Run 1, wiring by layer:
Scale: 6 px per um.
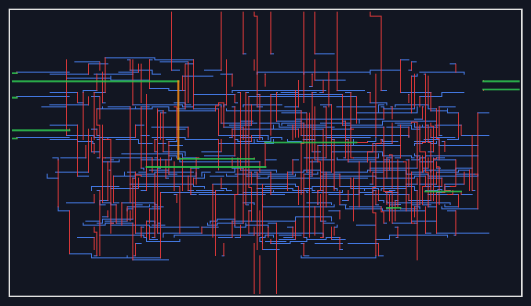
Run 1, wires at chosen ports, followed through buffers:
Scale: 8 px per um.
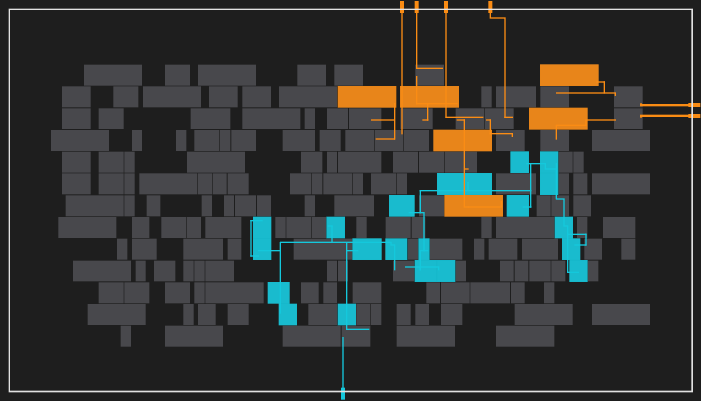
Run 1, selected gate families:
Scale: 6 px per um.
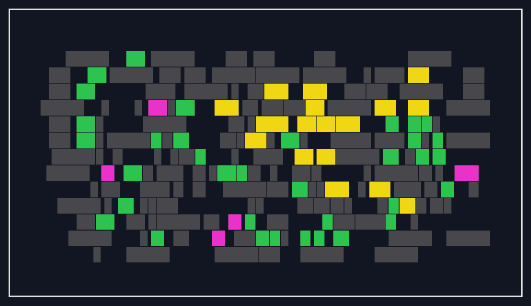
Run 1, where the registers sit:
Scale: 4 px per um. Other sequential cells in the stronger gray, the rest of the logic in the fainter gray.
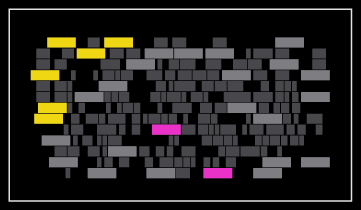
==> config.mk <==
export PLATFORM = sky130hd
export DESIGN_NAME = pulse_meas
export DESIGN_NICKNAME = d
export VERILOG_FILES = /design/src/rtl/pulse_meas.sv
export SDC_FILE = /design/constraint.sdc
export NUM_CORES = 1
export LEC_CHECK = 0
export CORE_ASPECT_RATIO = 0.5
export CORE_MARGIN = 5
export CORE_UTILIZATION = 50
export DETAILED_ROUTE_END_ITERATION = 16
export PLACE_DENSITY_LB_ADDON = 0.12
export SKIP_LAST_GASP = 1
export SLEW_MARGIN = 20
export SYNTH_ARGS = -nofsm -noshare
export SYNTH_HDL_FRONTEND = slang
export SYNTH_SLANG_ARGS = --single-unit
export TNS_END_PERCENT = 20
==> constraint.sdc <==
create_clock -name clk -period 2.11 [get_ports clk]
set_input_delay 0.3165 -clock clk [delete_from_list [all_inputs] [get_ports clk]]
set_output_delay 0.3165 -clock clk [all_outputs]
set_load 0.005 [all_outputs]
==> GITHUB_STEP_SUMMARY, run 1 <==
## Implementation flow summary

| Metric | Value |
|---|---|
| Fraction of layout instances using a drive strength above 1 | `15.4%` |
| CTS tree | `yes` |
| Cell Area, Placed | `0.00165 mm2` |
| DRT Pass-1 Iters | `4` |
| Most frequent cells in the layout | `sky130_fd_sc_hd__dfxtp_1, sky130_fd_sc_hd__nand2_1, sky130_fd_sc_hd__clkdlybuf4s50_1` |
| Final total power | `1.11 mW` |
| DRC violation count after routing | `0` |
| Run status | `finished clean` |
| Clock-pin transition on the worst setup and hold timing paths | `0.06 ns` |
| Worst hold margin | `0.490 ns` |
| Count of placed standard cells including taps | `212` |
| Share of flip-flops with an asynchronous set or reset | `0%` |
| Register share of total power | `51.6%` |
| Fmax | `518 MHz` |
| Final number of setup-violating endpoints | `0` |
| Area figure in the yosys stat output | `0.00141 mm2` |
| Clock H-tree levels | `2` |
| Top cell type's share of synthesized area | `41.1%` |
| First-pass GRT wire length | `5.46 mm` |
| Post-synthesis register bit count | `29` |
| Internal Power | `863 uW` |
| Number of buffers inserted by post-CTS setup repair | `0` |
| Worst Setup Slack post-DPL | `0.0424 ns` |
| Core area | `0.00265 mm2` |
| Arr. time, crit path | `2.09 ns` |
| Cells in synth_stat.txt | `158` |
| Required time of the worst setup path | `2.27 ns` |
| Crit path capture type | `register` |
| Max capacitance violation total | `0` |
| OpenROAD warning count | `26` |
| Unique cell type count in the Yosys netlist | `43` |
| Final Hold Fails | `0` |
| Power per standard cell area | `640 mW/mm2` |
| Category of the most critical setup path | `reg -> reg` |
| Warnings, synthesis | `0` |
| Placed wire-length estimate after detailed placement | `2.21 mm` |
| Cell area after synthesis | `0.00141 mm2` |
| Total count of max-transition violations in the final report | `0` |
| PostCTS Resize Cnt | `0` |
| Area share of xor/xnor cells in the synthesized design | `2.48%` |
| Commonest cells in the netlist | `sky130_fd_sc_hd__dfxtp_1, sky130_fd_sc_hd__nand2_1, sky130_fd_sc_hd__nor2_1` |
| CTS Root Cell | `sky130_fd_sc_hd__clkbuf_8` |
| Portion of total power attributed to combinational logic | `8.3%` |
About 'wiring by layer':
- M2: red (wire length 1,370 um)
- M1: blue (wire length 1,590 um)
- M4: orange (wire length 12.9 um)
- M3: green (wire length 107 um)
vias: 1,247
detail-routed net length per standard cell: 14.1 um
Tot GR Track Use: 17.2%

About 'wires at chosen ports, followed through buffers':
- din: cyan (direction input; edge bottom; end cells 20; buffers 2; wire 124 um)
- lo_cnt: orange (direction output; edge 4 top, 2 right; end cells 6; buffers 6; wire 134 um)
count of boundary I/O pins: 19
IO Port Bufs: 18

About 'selected gate families':
- aoi and oai cells: green (cells 35; most used o21ai_0)
- non-inverting ao/oa cells: yellow (cells 17; most used a21o_2)
- and/or cells: magenta (cells 5)
count of placed standard cells in the final layout, fillers left out: 219
share of the final layout cell area in multi-input gates: 43.9%
Top cell excl fill/tap: sky130_fd_sc_hd__dfxtp_1

About 'where the registers sit':
- hi_cnt: yellow (placed flops 6)
- state_q: magenta (placed flops 2)
flip-flop and latch power: 575 uW
Util after Layout: 65.6%
FF/Latch Area: 581 um2
proportion of cell area occupied by registers: 33.4%

==> run 1: worst max-delay path: stages, from the launching register on <==
cell                      delay [ns]
sky130_fd_sc_hd__dfxtp_1        0.46
sky130_fd_sc_hd__ha_1           0.24
sky130_fd_sc_hd__and4_4         0.27
sky130_fd_sc_hd__nor3b_4        0.37
sky130_fd_sc_hd__o21ai_2        0.19
sky130_fd_sc_hd__a32o_2         0.29
==> run 1: layer usage <==
metal	wire [um]	track usage [%]	vias to the layer above
met4	12	5.68	0
li1	-	-	640
met3	106	5.33	2
met1	1590	22.7	590
met2	1370	27.8	15
met5	0	0	-
==> run 1: final cells by class <==
cell class | instances | area [um2]
fill | 243 | 911
multi-input combinational | 113 | 764
sequential | 29 | 581
timing repair buffer | 25 | 233
clock buffer | 7 | 86.3
tap | 37 | 46.3
inverter | 8 | 30.0
## Run 2: what changed since run 1
--- a/config.mk
+++ b/config.mk
@@ -6,7 +6,7 @@
 export NUM_CORES = 1
 export LEC_CHECK = 0
 export CORE_ASPECT_RATIO = 0.5
-export CORE_MARGIN = 5
+export CORE_MARGIN = 2
 export CORE_UTILIZATION = 50
 export DETAILED_ROUTE_END_ITERATION = 16
 export PLACE_DENSITY_LB_ADDON = 0.12
==> GITHUB_STEP_SUMMARY, run 2 <==
## Implementation flow summary

| Metric | Value |
|---|---|
| Warnings, synthesis | `0` |
| CTS Root Cell | `sky130_fd_sc_hd__clkbuf_8` |
| Clock H-tree levels | `2` |
| Flip-flop and latch power | `573 uW` |
| Portion of total power attributed to combinational logic | `7.6%` |
| Vias | `1,272` |
| Count of boundary I/O pins | `19` |
| Gate Area | `764 um2` |
| OpenROAD warning count | `26` |
| Run status | `finished clean` |
| Commonest cells in the netlist | `sky130_fd_sc_hd__dfxtp_1, sky130_fd_sc_hd__nand2_1, sky130_fd_sc_hd__nor2_1` |
| Power per standard cell area | `714 mW/mm2` |
| Area figure in the yosys stat output | `0.00141 mm2` |
| Fraction of layout instances using a drive strength above 1 | `16.3%` |
| Total met3 wirelength after detailed routing | `182 um` |
| Cell type of the slowest stage on the worst timing path | `sky130_fd_sc_hd__dfxtp_1` |
| Number of gates on the worst path with buffers counted | `5` |
| Post-synth mux share | `1.42%` |
| Total count of max-transition violations in the final report | `0` |
| Delay contributed by the slowest stage of the critical path | `0.44 ns` |
| Clock buf/inv share | `6.54%` |
| Register share of total power | `45.1%` |
| Bufs and invs on worst path | `0` |
| IO Port Bufs | `18` |
| PostCTS Resize Cnt | `0` |
| Top cell type's share of synthesized area | `41.1%` |
| Number of buffers inserted by post-CTS setup repair | `0` |
| Share of flip-flops with an asynchronous set or reset | `0%` |
| Dominant class by area | `multi-input combinational cells` |
| Most frequent cells in the layout | `sky130_fd_sc_hd__dfxtp_1, sky130_fd_sc_hd__nand2_1, sky130_fd_sc_hd__clkdlybuf4s50_1` |
| Metal-1 WL | `1.53 mm` |
| Worst Setup Slack post-DPL | `0.0238 ns` |
| DRT Pass-1 Iters | `4` |
| Post-synthesis register bit count | `29` |
| DRC violation count after routing | `0` |
| Share of the final layout cell area in multi-input gates | `43.0%` |
| Clock-pin transition on the worst setup and hold timing paths | `0.06 ns` |
| Top cell excl fill/tap | `sky130_fd_sc_hd__dfxtp_1` |
| Global-route met2 utilization | `32.5%` |
| GR Layer Usage met1 | `28.5%` |
| Required time of the worst setup path | `2.29 ns` |
| Layout clock buffers | `7` |
| Uppermost layer routed | `met4` |
| CTS tree | `yes` |
| FF/Latch Area | `581 um2` |
| Met3 demand-to-capacity share in global routing | `7.83%` |
| Crit path capture type | `register` |
| Fmax | `525 MHz` |
| Internal Power | `990 uW` |
| Multi-input gates | `113` |
| Arr. time, crit path | `2.08 ns` |
| Proportion of cell area occupied by registers | `32.7%` |
| First-pass GRT wire length | `5.53 mm` |
| Number of fill cells in the layout | `219` |
| Tap cells | `37` |
| Core area | `0.00264 mm2` |
| Gate family responsible for the most delay along the worst path | `simple AND/OR/NAND/NOR gates` |
| Unique cell type count in the Yosys netlist | `43` |
| Max capacitance violation total | `0` |
[run 2: netlist changes by cell type in the layout (fill, tap and decap cells not counted)]
cell / change
sky130_fd_sc_hd__buf_4: +1
sky130_fd_sc_hd__bufinv_16: +1
[run 2: metrics by stage]
| stage | instance area, um2 | cells | hold WS [ns] | utilization, % |
|---|---|---|---|---|
| finish | 1780 | 221 | 0.493 | 67.5 |
| global route | 1780 | 221 | 0.511 | 67.5 |
| CTS | 1780 | 221 | 0.491 | 67.5 |
| detailed placement | 1660 | 213 | 0.478 | 63.1 |
| global placement | 1660 | 213 | 0.478 | 63.1 |
| floorplan | 1410 | 158 | 0.468 | - |
Run 2, clock routing:
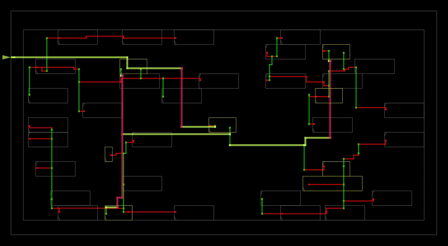
FFs & Latches: 29
clock network power: 600 uW
number of buffers added by the clock tree synthesis step: 5
clock insertion delay at the later pin of the skew report: 0.29 ns

Power and IR drop assume default switching activity.
